--- src/rtl/modexp_controller.sv ---
`default_nettype none
// ============================================================================
// modexp_controller : left-to-right square-and-multiply sequencing FSM.
// Optional build macro: MODEXP_SKIP_LEADING_ZEROS_EN (start at highest set bit)
// Revision: 1.0 - initial release
// ============================================================================
module modexp_controller #(
   parameter  int EXP_WIDTH = 32,
   localparam int IDX_W     = $clog2(EXP_WIDTH)
) (
   input  logic                 clk,
   input  logic                 rst,
   input  logic                 in_valid,
   output logic                 in_ready,
   input  logic [EXP_WIDTH-1:0] exponent,
   output logic                 initialize,
   output logic                 mul_start,
   input  logic                 mul_done,
   output logic                 mod_start,
   input  logic                 mod_done,
   output logic                 op_sel,
   output logic [IDX_W-1:0]     bit_idx,
   output logic                 busy,
   output logic                 out_valid,
   input  logic                 out_ready
);

   typedef enum logic [2:0] {
      S_IDLE     = 3'd0,
      S_INIT     = 3'd1,
      S_MUL_GO   = 3'd2,
      S_MUL_WAIT = 3'd3,
      S_MOD_GO   = 3'd4,
      S_MOD_WAIT = 3'd5,
      S_DONE     = 3'd6
   } state_t;

   state_t                 state_q,   state_d;
   logic [IDX_W-1:0]       bit_idx_q, bit_idx_d;
   logic                   op_sel_q,  op_sel_d;
   logic [EXP_WIDTH-1:0]   exp_q,     exp_d;

`ifdef MODEXP_SKIP_LEADING_ZEROS_EN
   logic [IDX_W-1:0]       msb_idx;

   // Highest set bit wins: later iterations overwrite lower indices.
   always_comb begin
      msb_idx = '0;
      for (int i = 0; i < EXP_WIDTH; i++) begin
         if (exp_q[i]) begin
            msb_idx = IDX_W'(i);
         end
      end
   end
`endif

   always_comb begin
      state_d   = state_q;
      bit_idx_d = bit_idx_q;
      op_sel_d  = op_sel_q;
      exp_d     = exp_q;
      case (state_q)
         S_IDLE: begin
            if (in_valid) begin
               exp_d     = exponent;
               bit_idx_d = IDX_W'(EXP_WIDTH - 1);
               state_d   = S_INIT;
            end
         end
         S_INIT: begin
            if (exp_q == '0) begin
               state_d = S_DONE;
            end else begin
               op_sel_d = 1'b0;
`ifdef MODEXP_SKIP_LEADING_ZEROS_EN
               bit_idx_d = msb_idx;
`endif
               state_d  = S_MUL_GO;
            end
         end
         S_MUL_GO:   state_d = S_MUL_WAIT;
         S_MUL_WAIT: if (mul_done) state_d = S_MOD_GO;
         S_MOD_GO:   state_d = S_MOD_WAIT;
         S_MOD_WAIT: begin
            if (mod_done) begin
               // A set bit earns a multiply by base after its squaring.
               if (!op_sel_q && exp_q[bit_idx_q]) begin
                  op_sel_d = 1'b1;
                  state_d  = S_MUL_GO;
               end else if (bit_idx_q == '0) begin
                  state_d = S_DONE;
               end else begin
                  bit_idx_d = bit_idx_q - IDX_W'(1);
                  op_sel_d  = 1'b0;
                  state_d   = S_MUL_GO;
               end
            end
         end
         S_DONE:  if (out_ready) state_d = S_IDLE;
         default: state_d = S_IDLE;
      endcase
   end

   always_ff @(posedge clk) begin
      if (rst) begin
         state_q   <= S_IDLE;
         bit_idx_q <= '0;
         op_sel_q  <= 1'b0;
         exp_q     <= '0;
      end else begin
         state_q   <= state_d;
         bit_idx_q <= bit_idx_d;
         op_sel_q  <= op_sel_d;
         exp_q     <= exp_d;
      end
   end

   assign in_ready   = (state_q == S_IDLE);
   assign initialize = (state_q == S_INIT);
   assign mul_start  = (state_q == S_MUL_GO);
   assign mod_start  = (state_q == S_MOD_GO);
   assign out_valid  = (state_q == S_DONE);
   assign busy       = (state_q != S_IDLE);
   assign op_sel     = op_sel_q;
   assign bit_idx    = bit_idx_q;

endmodule
`default_nettype wire

--- config.mk ---
export PLATFORM = sky130hd
export DESIGN_NAME = modexp_controller
export DESIGN_NICKNAME = d
export VERILOG_FILES = /design/src/rtl/modexp_controller.sv
export SDC_FILE = /design/constraint.sdc
export NUM_CORES = 1
export LEC_CHECK = 0
export ABC_AREA = 1
export CAP_MARGIN = 15
export CORE_MARGIN = 5
export CORE_UTILIZATION = 30
export CTS_CLUSTER_DIAMETER = 60
export DETAILED_ROUTE_END_ITERATION = 12
export PLACE_DENSITY = 0.55
export SLEW_MARGIN = 20
export SYNTH_ARGS = -nofsm -noshare
export SYNTH_HDL_FRONTEND = slang
export SYNTH_SLANG_ARGS = --single-unit
--- constraint.sdc ---
create_clock -name clk -period 2.6 [get_ports clk]
set_input_delay 0.65 -clock clk [delete_from_list [all_inputs] [get_ports clk]]
set_output_delay 0.65 -clock clk [all_outputs]
set_load 0.02 [all_outputs]
==> changes_impl.md <==
### Metrics

* Clock network contribution to total cell area at 3.08%
* AO/OA Area Share at 19.7%
* Clock Skews at around 0.0085 ns
* Netlist cell types at 26
* Root buffer cell: clkbuf_8
* Largest type area fraction at 38.7%
* IR drop worst, VDD at between 200 and 300 µV
* Worst Path Required at about 2.0 ns
* Syn avg cell area at 6.76 µm²
* Max stage delay on crit path at 0.66 ns
* Core ar. at roughly 0.007 mm²
* Top cells excl fill/tap: nand2_1, clkdlybuf4s50_1, inv_1, a21oi_1, dfxtp_1
* Initial Utilization at 31.1%
* CLK BUF at 5
* Crit path max fanout at 6
* Comb_multi_in at 208
* Pleak at 1.13 nW
* Clk sink count at 41
* Non-clk bufs at 54
* Inverters at ~50
* Max frequency at ~410 MHz
* Synth top cells by count: nand2_1, inv_1, a21oi_1, dfxtp_1, o21ai_0
* Critical path type: reg -> out
* Yosys reg bits at ~41
* Post_cts resized at 0
* Total gr overflow at 0
* Synthesis-to-layout area growth at 32.2%
* Die y size at 94.1 µm
* Power Total at 3.29 mW
* HP Start: exp_q[24]
* DR WL/cell at 11.6 µm
* Worst path top cell family by delay: buffers and inverters
* Routed wire length at 5330 µm
* Post-synth EDFFs at 0
* Status: finished clean
* IO Count at 50
* Syn. warnings at 0
* Hold crit path type: reg -> reg
* Vias in the first global route at 2131
* Yosys Chip Area at 0.00212 mm²
* R2r worst-path depth at 8
* Setup bufs post-CTS at 0
* Finished Layout Cells at about 460
* DP Area at about 0.0027 mm²
* Gate power share at between 50% and 60%
* Yosys adder share at ~1.2%
* Vias/cell at 4.61
* Crit share post-route at a little over 90%
* Int Pwr at 1.79 mW
* Die width at 94.1 µm
* Cell area leaders: dfxtp_1, a21oi_1, nand2_1
* Hold_buf cts at 0
* Tap cell count at 96
* Clock Pin Slew Worst Setup and Hold Paths at 0.08 ns
* Combinational Power at about 1.8 mW
* Post-synth net total at 354
* CTS H-Tree Depth at 2
* Most used DFF post-synth: dfxtp_1
* Max power group: combinational logic
* Largest net degree at the start of global routing at 65
* Reg2reg end: bit_idx[4]
* Clk buf depth at 2
* Yosys xor share at 0.412%
* Max Transition Viols Final at 0
* Yosys top cell by area: dfxtp_1
* Vias at 2113
* Tmin final at 2.42 ns
* Final Worst Setup Slack at between 0.15 and 0.2 ns
[registers in the layout (all words and copies together), names as in the netlist]
signal,cells
exp_q,32
bit_idx,5
state_q,3
op_sel,1
[how the worst max path moves through the flow]
stage | cells past startpoint | slack (ns) | to | from
after floorplan | 8 | 0.87 | bit_idx[2] | bit_idx[1]
after global placement | 8 | 0.55 | bit_idx[2] | mod_done
after detailed placement | 8 | 0.52 | bit_idx[2] | mod_done
after CTS | 3 | 0.21 | out_valid | state_q[2]
after global routing | 3 | 0.06 | out_valid | state_q[2]
final | 3 | 0.18 | out_valid | state_q[2]
[layer usage]
metal | global-route usage, % | share of wire, % | wire (µm)
met5 | 0 | 0 | 0
met4 | 2.89 | 0.75 | 40
met3 | 3.04 | 4.7 | 251
met2 | 22.0 | 45 | 2400
met1 | 17.4 | 49 | 2630
**Signal wires on met2**

(4 px per µm) Cells faint in the background.
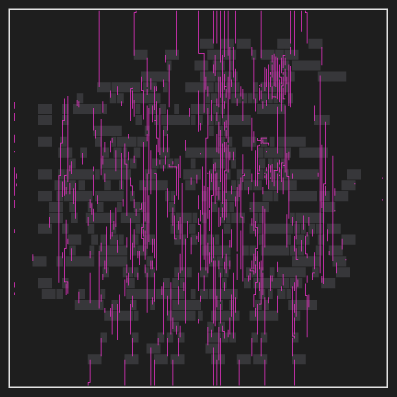
- longest straight run: 49.3 µm
- wire length on this layer: 2400 µm

**Routed metal per tile**

(4 px per µm) 19 x 19 tiles, from dark blue (low) to red (high), scaled to the fullest tile. Values are wire area over tile area, all layers added.
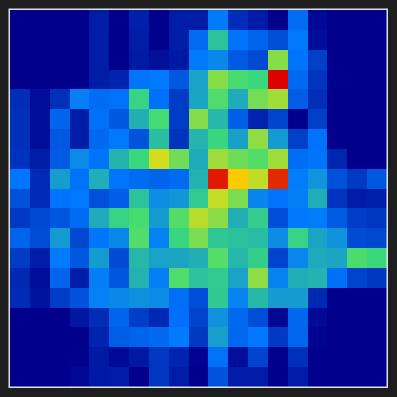
- emptiest ninth of the die: upper left
- nearly empty tiles: 24%
- mean over tiles: 0.094
- tiles over half the peak: 8.9%
- fullest tile: 0.47

**Track usage over the die**

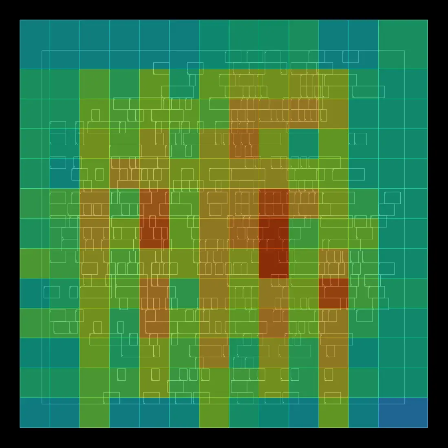
grt met1 use: 17.4%
all-layer global routing usage: 13.3%
grt met3 use: 3.04%

**I/O pins on the die edge**

(4 px per µm) Pins as bars across the die edge, other pins in gray.
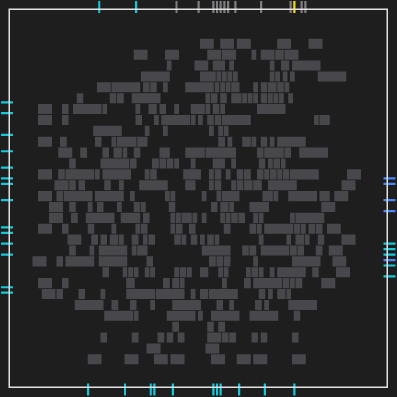
- `exponent`: cyan (pins 32; direction input; edge 14 left, 11 bottom, 5 right, 2 top)
- `out_valid`: yellow (pins 1; direction output; edge top)
- `bit_idx`: blue (pins 5; direction output; edge right)
- all pins by edge: 15 top, 14 left, 11 bottom, 10 right

No activity file was given, so power comes from the tool's default toggle rates.
